==> run_1/sizes.png <==
Scale bar: 20 um.
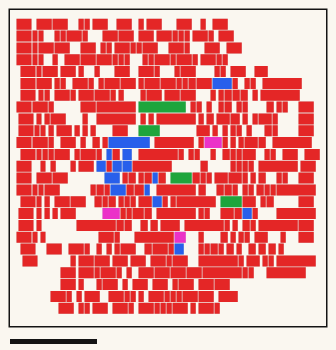
==> run_1/layer_met3.png <==
Scale bar: 20 um.
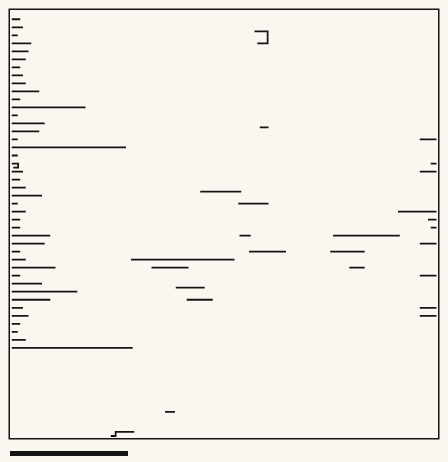
==> run_1/io_placement.png <==
Scale bar: 20 um. Pins as bars across the die edge, other pins in grey.
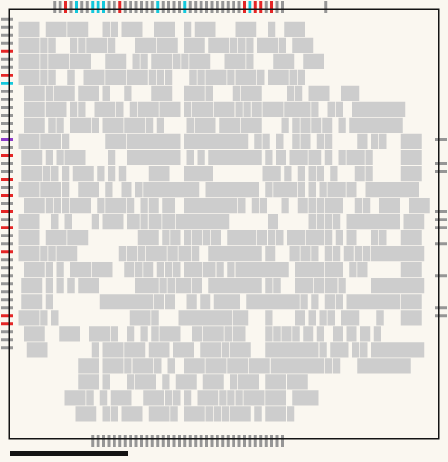
==> run_1/placement.png <==
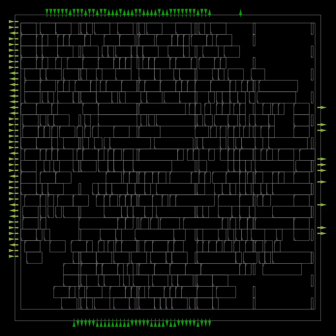
==> src/rtl/rom_port_arbiter.sv <==
// Two-requester arbiter in front of a single-port BRAM: round-robin with bounded burst lock,
// combinational memory-port drive, and read-return routing through a tag pipeline.
module rom_port_arbiter #(
  parameter int unsigned AW        = 8,
  parameter int unsigned DW        = 16,
  parameter int unsigned RD_LAT    = 1,
  parameter int unsigned MAX_BURST = 4,
  parameter int unsigned CNT_W     = 16
) (
  input  logic             clk,
  input  logic             rst,
  input  logic             req0,
  input  logic             req1,
  input  logic             we0,
  input  logic             we1,
  input  logic [AW-1:0]    addr0,
  input  logic [AW-1:0]    addr1,
  input  logic [DW-1:0]    wdata0,
  input  logic [DW-1:0]    wdata1,
  output logic             gnt0,
  output logic             gnt1,
  output logic             rvalid0,
  output logic             rvalid1,
  output logic [DW-1:0]    rdata,
  output logic             mem_en,
  output logic             mem_we,
  output logic [AW-1:0]    mem_addr,
  output logic [DW-1:0]    mem_din,
  input  logic [DW-1:0]    mem_dout,
  output logic [CNT_W-1:0] conflict_cnt
);

  localparam int unsigned BW = $clog2(MAX_BURST + 1);
  localparam logic [BW-1:0] BURST_MAX = BW'(MAX_BURST);
  localparam logic [BW-1:0] BURST_ONE = BW'(1);
  localparam logic [CNT_W-1:0] CNT_SAT = '1;

  typedef enum logic [1:0] {
    ST_NONE = 2'd0,
    ST_OWN0 = 2'd1,
    ST_OWN1 = 2'd2
  } state_e;

  state_e            state_q, state_d;
  logic [BW-1:0]     burst_q, burst_d;
  logic              last_q, last_d;
  logic [CNT_W-1:0]  conflict_q, conflict_d;
  logic              gnt0_c, gnt1_c;
  logic              held_off_c;
  logic              rd_issue_c;
  logic              rd_id_c;
  logic [RD_LAT-1:0] tag_v_q;
  logic [RD_LAT-1:0] tag_id_q;

  // Owner FSM next state and grant decision
  always_comb begin
    state_d = state_q;
    burst_d = burst_q;
    gnt0_c  = 1'b0;
    gnt1_c  = 1'b0;
    unique case (state_q)
      ST_NONE: begin
        if (req0 && req1) begin
          gnt0_c = last_q;
          gnt1_c = !last_q;
        end else begin
          gnt0_c = req0;
          gnt1_c = req1;
        end
        if (gnt0_c) begin
          state_d = ST_OWN0;
          burst_d = BURST_ONE;
        end else if (gnt1_c) begin
          state_d = ST_OWN1;
          burst_d = BURST_ONE;
        end
      end
      ST_OWN0: begin
        if (req0 && (burst_q < BURST_MAX)) begin
          gnt0_c  = 1'b1;
          burst_d = burst_q + BURST_ONE;
        end else if (req1) begin
          gnt1_c  = 1'b1;
          state_d = ST_OWN1;
          burst_d = BURST_ONE;
        end else if (req0) begin
          gnt0_c  = 1'b1;
          burst_d = BURST_ONE;
        end else begin
          state_d = ST_NONE;
          burst_d = '0;
        end
      end
      ST_OWN1: begin
        if (req1 && (burst_q < BURST_MAX)) begin
          gnt1_c  = 1'b1;
          burst_d = burst_q + BURST_ONE;
        end else if (req0) begin
          gnt0_c  = 1'b1;
          state_d = ST_OWN0;
          burst_d = BURST_ONE;
        end else if (req1) begin
          gnt1_c  = 1'b1;
          burst_d = BURST_ONE;
        end else begin
          state_d = ST_NONE;
          burst_d = '0;
        end
      end
      default: begin
        state_d = ST_NONE;
        burst_d = '0;
      end
    endcase
  end

  // Grants are forced low while reset is asserted so the memory port stays idle
  assign gnt0 = gnt0_c & ~rst;
  assign gnt1 = gnt1_c & ~rst;

  always_comb begin
    last_d = last_q;
    if (gnt1) begin
      last_d = 1'b1;
    end else if (gnt0) begin
      last_d = 1'b0;
    end
  end

  assign mem_en   = gnt0 | gnt1;
  assign mem_we   = gnt0 ? we0    : (gnt1 ? we1    : 1'b0);
  assign mem_addr = gnt0 ? addr0  : (gnt1 ? addr1  : '0);
  assign mem_din  = gnt0 ? wdata0 : (gnt1 ? wdata1 : '0);

  assign rd_issue_c = mem_en & ~mem_we;
  assign rd_id_c    = gnt1;

  // Saturating count of cycles in which some requester was held off
  assign held_off_c = (req0 & ~gnt0) | (req1 & ~gnt1);

  always_comb begin
    conflict_d = conflict_q;
    if (held_off_c && (conflict_q != CNT_SAT)) begin
      conflict_d = conflict_q + CNT_W'(1);
    end
  end

  always_ff @(posedge clk or posedge rst) begin
    if (rst) begin
      state_q    <= ST_NONE;
      burst_q    <= '0;
      last_q     <= 1'b1;
      conflict_q <= '0;
    end else begin
      state_q    <= state_d;
      burst_q    <= burst_d;
      last_q     <= last_d;
      conflict_q <= conflict_d;
    end
  end

  // Read tag pipeline: the last stage lines up with BRAM dout
  always_ff @(posedge clk or posedge rst) begin
    if (rst) begin
      tag_v_q  <= '0;
      tag_id_q <= '0;
    end else begin
      tag_v_q[0]  <= rd_issue_c;
      tag_id_q[0] <= rd_id_c;
      for (int i = 1; i < int'(RD_LAT); i++) begin
        tag_v_q[i]  <= tag_v_q[i-1];
        tag_id_q[i] <= tag_id_q[i-1];
      end
    end
  end

  assign rvalid0      = tag_v_q[RD_LAT-1] & ~tag_id_q[RD_LAT-1];
  assign rvalid1      = tag_v_q[RD_LAT-1] &  tag_id_q[RD_LAT-1];
  assign rdata        = rst ? '0 : mem_dout;
  assign conflict_cnt = conflict_q;

endmodule
==> config.mk <==
export PLATFORM = sky130hd
export DESIGN_NAME = rom_port_arbiter
export DESIGN_NICKNAME = d
export VERILOG_FILES = /design/src/rtl/rom_port_arbiter.sv
export SDC_FILE = /design/constraint.sdc
export NUM_CORES = 1
export LEC_CHECK = 0
export ABC_AREA = 1
export CORE_UTILIZATION = 38
export DETAILED_ROUTE_END_ITERATION = 16
export MAX_ROUTING_LAYER = met4
export PLACE_DENSITY = 0.86
export SYNTH_ARGS = -nofsm -noshare
export SYNTH_HDL_FRONTEND = slang
export SYNTH_SLANG_ARGS = --single-unit
==> constraint.sdc <==
create_clock -name clk -period 6.48 [get_ports clk]
set_clock_uncertainty 0.15 [all_clocks]
set_input_delay 1.296 -clock clk [delete_from_list [all_inputs] [get_ports clk]]
set_output_delay 1.296 -clock clk [all_outputs]
set_load 0.03 [all_outputs]
==> results.rst, run 1 <==
Physical design figures
=======================

.. list-table::
   :header-rows: 1

   * - Metric
     - Value
   * - Final-layout fill cell count
     - 402
   * - Endpoint kind of the worst setup timing path
     - primary output
   * - Clock root buffer master
     - sky130_fd_sc_hd__clkbuf_8
   * - Layout Utilization
     - 69.50%
   * - Worst Path Required
     - 5.03 ns
   * - Worst relative slew slack
     - 52.08%
   * - Status
     - completed
   * - Post-Place Setup Slack
     - 0.7498 ns
   * - Number of standard-cell rows in the floorplan
     - 25
   * - Number of hold buffers added after CTS
     - 0
   * - Mux area share
     - 0%
   * - Main combinational cell family by area after synthesis
     - simple AND/OR/NAND/NOR gates
   * - Max-cap violations
     - 0
   * - Number of synthesized flops with an enable pin
     - 0
   * - Reg2Reg Launch Point
     - conflict_cnt[0]
   * - Clk network pwr share
     - 13.7%
   * - Final weighted congestion in routability-driven placement
     - 0.8683
   * - Max reg flops
     - 16
   * - Switching Share
     - 46.19%
   * - Die footprint
     - 5275 um2
   * - Overall track demand over capacity in global routing
     - 22.72%
   * - Post-Synth AOI/OAI Area
     - 3.564%
   * - Launch point of the worst path
     - rst
   * - Busiest metal layer after global routing
     - met2
   * - Remaining antenna violation count after routing
     - 0
   * - Yosys cell types
     - 27
   * - Worst VDD drop
     - 223.3 uV
   * - Top-Level Pins
     - 132
   * - Min-delay worst type
     - reg2reg
   * - CTS Buf Count
     - 3
   * - Portion of total power attributed to sequential cells
     - 24.9%
   * - OpenROAD warning count
     - 26
   * - Comb. pwr
     - 579 uW
   * - Final min period
     - 5.723 ns
   * - Cell-internal power
     - 507.7 uW
   * - First-iteration detailed-routing DRC count
     - 120
   * - Startpoint class of the critical path
     - primary input
   * - Floorplan Utilization
     - 39.87%
   * - Maximum achievable frequency
     - 174.7 MHz
   * - Most common flop cell mapped by yosys
     - sky130_fd_sc_hd__dfrtp_1
   * - CTS clock-pin slew for the worst setup and hold paths
     - 0.08 ns
   * - Seq. pwr
     - 235 uW
   * - Simple Share, Synth
     - 47.26%
   * - Net count, final
     - 508
   * - RSZ-0062 raised after global routing
     - no
   * - Number of cells in the design after placement
     - 498
   * - Critical-path maximum fanout
     - 28
   * - Netlist area before placement
     - 1896 um2
   * - Global-route met1 utilization
     - 24.31%
   * - First-pass GRT wire length
     - 9287 um
   * - Post-cts repair resize count
     - 0
   * - Synth Instances
     - 310
   * - Comb power frac
     - 61.4%
   * - Net switching component of the power
     - 435.8 uW
   * - Antenna cells
     - 0
   * - Reg-to-Reg End
     - conflict_cnt[13]
Back to the opening pictures, sizes.png:
- _2 cells: blue (cells 14; share 3.2%)
- _6 and larger: green (cells 4; share 0.92%)
- _0 and _1 cells: red (cells 414; share 95%)
- _3 and _4 cells: magenta (cells 3; share 0.69%)
area overhead of the layout relative to synthesis: 74.32%
Plain + repair buffers: 132
post-route cell area: 3304 um2

Back to the opening pictures, layer_met3.png:
- main direction: horizontal
- longest straight run: 20.2 um
- share of all routed wire: 4.6%
- nets with wire on the layer: 63
wirelength, routed: 5704 um
met3 demand-to-capacity share in global routing: 4.558%
total via count after detailed routing: 2,319

Back to the opening pictures, io_placement.png:
- wdata0: red (pins 16; direction input; edge 10 west, 6 north)
- mem_en: purple (pins 1; direction output; edge west)
- addr1: cyan (pins 8; direction input; edge 7 north, 1 west)
chip height: 72.63 um
number of I/O port buffers: 131
die width: 72.63 um

Back to the opening pictures, placement.png:
core area: 4755 um2
final non-filler cell total: 502
FFs & Latches: 24

run 1: cells in the final DEF, fill, tap and decap left out, drive strengths merged:
| cell | n |
|---|---|
| nor2 | 37 |
| nor3 | 4 |
| nand4 | 2 |
| ha | 2 |
| nand3 | 30 |
| o31ai | 1 |
| xor2 | 7 |
| dfstp | 1 |
| dfrtp | 23 |
| o21ai | 4 |
| xnor2 | 5 |
| buf | 1 |
| clkinv | 1 |
| a21oi | 5 |
| a221oi | 1 |
| inv | 35 |
| clkdlybuf4s50 | 131 |
| bufinv | 1 |
| clkbuf | 3 |
| nand2 | 140 |
| a31oi | 1 |
run 1: routing by layer:
layer	vias to the layer above	wire [um]	part of all wire (%)
met1	1043	2266	40
met5	-	0	0
li1	1194	-	-
met3	6	261	4.6
met2	76	3141	55
met4	0	35	0.61
run 1: kinds of logic after synthesis:
group | count (synthesis)
AND/OR/NAND/NOR | 213
adder cells (fa/ha/maj) | 2
flip-flops | 24
AND-OR/OR-AND | 12
buffers and inverters | 47
XOR/XNOR | 12
run 1: area by class of cell:
| cell class | count | area, um2 | area share [%] |
|---|---|---|---|
| Tap cell | 67 | 83.83 | 2.537 |
| Timing Repair Buffer | 132 | 1319 | 39.91 |
| Sequential cell | 24 | 601.8 | 18.21 |
| Inverter | 36 | 135.1 | 4.089 |
| Clock buffer | 3 | 41.29 | 1.250 |
| Multi-Input combinational cell | 239 | 1094 | 33.09 |
| Clock inverter | 1 | 30.03 | 0.9087 |
run 1: critical path, cell delays in order:
cell and delay [ns]:
sky130_fd_sc_hd__clkdlybuf4s50_1 0.82, sky130_fd_sc_hd__inv_1 0.36, sky130_fd_sc_hd__nand2_2 0.19, sky130_fd_sc_hd__clkinv_1 0.58, sky130_fd_sc_hd__nor2_1 0.35, sky130_fd_sc_hd__inv_1 0.08
sky130_fd_sc_hd__clkdlybuf4s50_1 0.60
run 1: synth_stat cells, types with 2 or more instances:
cell	number	share of area (%)
sky130_fd_sc_hd__a21oi_1	5	1.3
sky130_fd_sc_hd__buf_2	7	1.8
sky130_fd_sc_hd__buf_4	2	0.79
sky130_fd_sc_hd__dfrtp_1	23	30
sky130_fd_sc_hd__ha_1	2	1.3
sky130_fd_sc_hd__inv_1	32	6.3
sky130_fd_sc_hd__inv_2	3	0.59
sky130_fd_sc_hd__nand2_1	134	27
sky130_fd_sc_hd__nand2_2	4	1.3
sky130_fd_sc_hd__nand2_4	2	1.2
sky130_fd_sc_hd__nand3_1	28	7.4
sky130_fd_sc_hd__nand3_2	2	1.1
sky130_fd_sc_hd__nor2_1	34	6.7
sky130_fd_sc_hd__nor2_2	3	0.99
sky130_fd_sc_hd__nor3_1	4	1.1
sky130_fd_sc_hd__o21ai_0	4	1.1
sky130_fd_sc_hd__xnor2_1	5	2.3
sky130_fd_sc_hd__xor2_1	7	3.2
run 1: per-stage QoR:
| stage | cell area, um2 | power, mW |
|---|---|---|
| floorplan | 1896 | 0.5820 |
| global placement | 3233 | 0.8035 |
| detailed placement | 3233 | 0.8157 |
| CTS | 3304 | 0.9505 |
| global route | 3304 | 1.005 |
| finish | 3304 | 0.9435 |
## Run 2: what changed since run 1
- CORE_ASPECT_RATIO: not set -> 1.75
- HOLD_SLACK_MARGIN: not set -> 0.08
==> run 2 against run 1 <==
Critical path depth increased by 2. Register-to-register slack is essentially flat. Sequential cell count did not move. Synthesized cell count did not move. Maximum frequency grew 6.6%. Clock power is 28% lower. Hold slack improved by 0.0023 ns. Final cell count down 3.0%. Die area rose by 0.20%. Sequential power barely moved. Critical path type unchanged.
==> results.rst, run 2 <==
Physical design figures
=======================

.. list-table::
   :header-rows: 1

   * - Metric
     - Value
   * - Worst relative slew slack
     - 54.83%
   * - RSZ-0062 raised after global routing
     - no
   * - Buffer count from post-CTS setup fixing
     - 0
   * - Startpoint class of the critical path
     - primary input
   * - Number of iterations in the first detailed-routing pass
     - 4
   * - Worst Path Required
     - 5.03 ns
   * - Clock tree from TritonCTS
     - yes
   * - Chip Area, Yosys
     - 1896 um2
   * - DRC
     - 0
   * - Max-cap violations
     - 0
   * - Chip height
     - 95.43 um
   * - CTS Buf Count
     - 3
   * - Late-Pin Clk Latency
     - 0.28 ns
   * - Most numerous cell in the Yosys netlist
     - sky130_fd_sc_hd__nand2_1
   * - Most used cells in the layout excluding fill and tap cells
     - sky130_fd_sc_hd__nand2_1 (134), sky130_fd_sc_hd__clkdlybuf4s50_1 (131), sky130_fd_sc_hd__nor2_1 (34), sky130_fd_sc_hd__inv_1 (32), sky130_fd_sc_hd__nand3_1 (28)
   * - First-iteration detailed-routing DRC count
     - 87
   * - Yosys cell types
     - 27
   * - Worst hold slack
     - 0.3690 ns
   * - Final weighted congestion in routability-driven placement
     - 0.8924
   * - Crit path kind
     - in2out
   * - Max reg flops
     - 16
   * - Number of global-route vias before repair
     - 2,323
   * - Post-cts repair resize count
     - 0
   * - Top post-synthesis cells by count
     - sky130_fd_sc_hd__nand2_1 (134), sky130_fd_sc_hd__nor2_1 (34), sky130_fd_sc_hd__inv_1 (32), sky130_fd_sc_hd__nand3_1 (28), sky130_fd_sc_hd__dfrtp_1 (23)
   * - Total via count after detailed routing
     - 2,367
   * - Worst VDD drop
     - 306.4 uV
   * - Area share of the largest cell type after synthesis
     - 30.36%
   * - OpenROAD warning count
     - 26
   * - Die footprint
     - 5286 um2
   * - Number of hold buffers added after CTS
     - 0
   * - Setup violators final
     - 0
   * - Remaining antenna violation count after routing
     - 0
   * - Biggest area consumer among synthesized cells
     - sky130_fd_sc_hd__dfrtp_1
   * - Maximum count of clock buffers along a single path
     - 2
   * - Antenna cells
     - 0
   * - Netlist area before placement
     - 1896 um2
   * - Most common flop cell mapped by yosys
     - sky130_fd_sc_hd__dfrtp_1
   * - Die width
     - 55.39 um
   * - CTS clock-pin slew for the worst setup and hold paths
     - 0.08 ns
   * - Number of synthesized register bits
     - 24
   * - Number of I/O port buffers
     - 131
   * - Net count, final
     - 508
   * - Maximum achievable frequency
     - 186.3 MHz
   * - Static power due to leakage
     - 1.572 nW
   * - Placed inst area
     - 3214 um2
   * - Top-Level Pins
     - 132
   * - Deepest level of the CTS H-tree
     - 1
   * - Wirelength, routed
     - 6022 um
   * - Net count after synthesis
     - 382
   * - Number of synthesized flops with an enable pin
     - 0
   * - Status
     - completed
   * - Number of cells in Yosys stat
     - 310
   * - Overall track demand over capacity in global routing
     - 23.73%
   * - Avg Synthesized Cell Area
     - 6.115 um2
   * - Maximum number of pins on one net before global-route repair
     - 29
   * - Clock root buffer master
     - sky130_fd_sc_hd__clkbuf_8
   * - Synth Instances
     - 310
   * - Fraction of registers with async set/reset
     - 100.0%
   * - Final min period
     - 5.368 ns
   * - Critical-path maximum fanout
     - 28
   * - Min-delay worst type
     - reg2reg
   * - Most numerous logic cell after layout
     - sky130_fd_sc_hd__nand2_1
   * - Final Hold Vio Count
     - 0
   * - Post-route total power
     - 907.6 uW
   * - Floorplan Utilization
     - 39.92%
   * - Main area contributors
     - sky130_fd_sc_hd__dfrtp_1 (30%), sky130_fd_sc_hd__nand2_1 (27%), sky130_fd_sc_hd__nand3_1 (7.4%)
   * - First-pass GRT wire length
     - 9742 um
   * - Endpoint kind of the worst setup timing path
     - primary output
## run 2: stage by stage
stage	instances	setup slack, ns
after floorplan	310	2.143
after global placement	483	1.135
after detailed placement	483	1.094
after CTS	487	1.085
after global routing	487	0.8248
final	487	1.112
## run 2: worst paths after layout
| kind | slack, ns | from | endpoint | depth (start not counted) |
|---|---|---|---|---|
| max in group asynchronous | 4.19 | rst | last_q | 3 |
| min in group asynchronous | 1.70 | rst | conflict_cnt[11] | 3 |
| worst max register to register | 4.32 | conflict_cnt[0] | conflict_cnt[14] | 7 |
| worst min register to register | 0.37 | last_q | last_q | 2 |
| worst max-delay path | 1.11 | req0 | mem_en | 9 |
| worst min-delay path | 0.37 | last_q | last_q | 2 |
## run 2: metal layers
layer | global-route usage, % | wire (um)
met1 | 25.25 | 2299
met2 | 42.77 | 3087
met3 | 4.342 | 437
met4 | 10.21 | 198
met5 | - | 0
## run 2: cells by family after synthesis
family                   share of synthesized area [%]
AND-OR/OR-AND                                    3.565
XOR/XNOR                                         5.545
adder cells (fa/ha/maj)                          1.320
buffers and inverters                            10.56
flip-flops                                       31.75
AND/OR/NAND/NOR                                  47.26
## run 2: final cells by class
cell class / instances / area (um2)
Clock buffer: 4 / 45.04
Fill cell: 396 / 1489
Inverter: 36 / 135.1
Multi-Input combinational cell: 239 / 1094
Sequential cell: 24 / 601.8
Tap cell: 52 / 65.06
Timing Repair Buffer: 132 / 1319
## run 2: worst max-delay path: stages
cell,delay (ns)
sky130_fd_sc_hd__clkdlybuf4s50_1,0.66
sky130_fd_sc_hd__nand2_1,0.13
sky130_fd_sc_hd__nand3_1,0.12
sky130_fd_sc_hd__nand3_2,0.10
sky130_fd_sc_hd__nand2_2,0.09
sky130_fd_sc_hd__clkinv_1,0.54
sky130_fd_sc_hd__nor2_1,0.32
sky130_fd_sc_hd__inv_1,0.08
sky130_fd_sc_hd__clkdlybuf4s50_1,0.60
## run 2: power by group
part	internal [mW]	switching [mW]
combinational	0.236	0.342
clock	0.0441	0.0493
sequential	0.189	0.0470
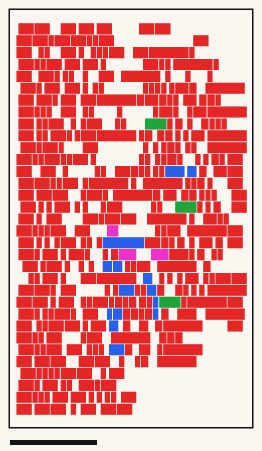
(run_2/sizes.png)
Scale bar: 20 um.
- _3 and _4 cells: magenta (cells 3; share 0.69%)
- _6 and larger: green (cells 3; share 0.69%)
- _2 cells: blue (cells 14; share 3.2%)
- _0 and _1 cells: red (cells 415; share 95%)
fin worst setup slack: 1.112 ns
area overhead of the layout relative to synthesis: 71.95%
post-route cell area: 3259 um2

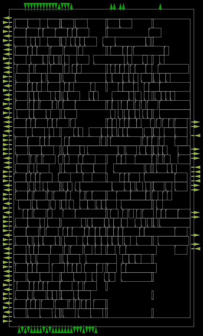
(run_2/placement.png)
Layout Utilization: 68.64%
core area: 4748 um2
final-layout fill cell count: 396
number of standard-cell rows in the floorplan: 33
share of cell area taken by flip-flops and latches: 18.46%

Power is estimated from default activity; no workload was simulated.
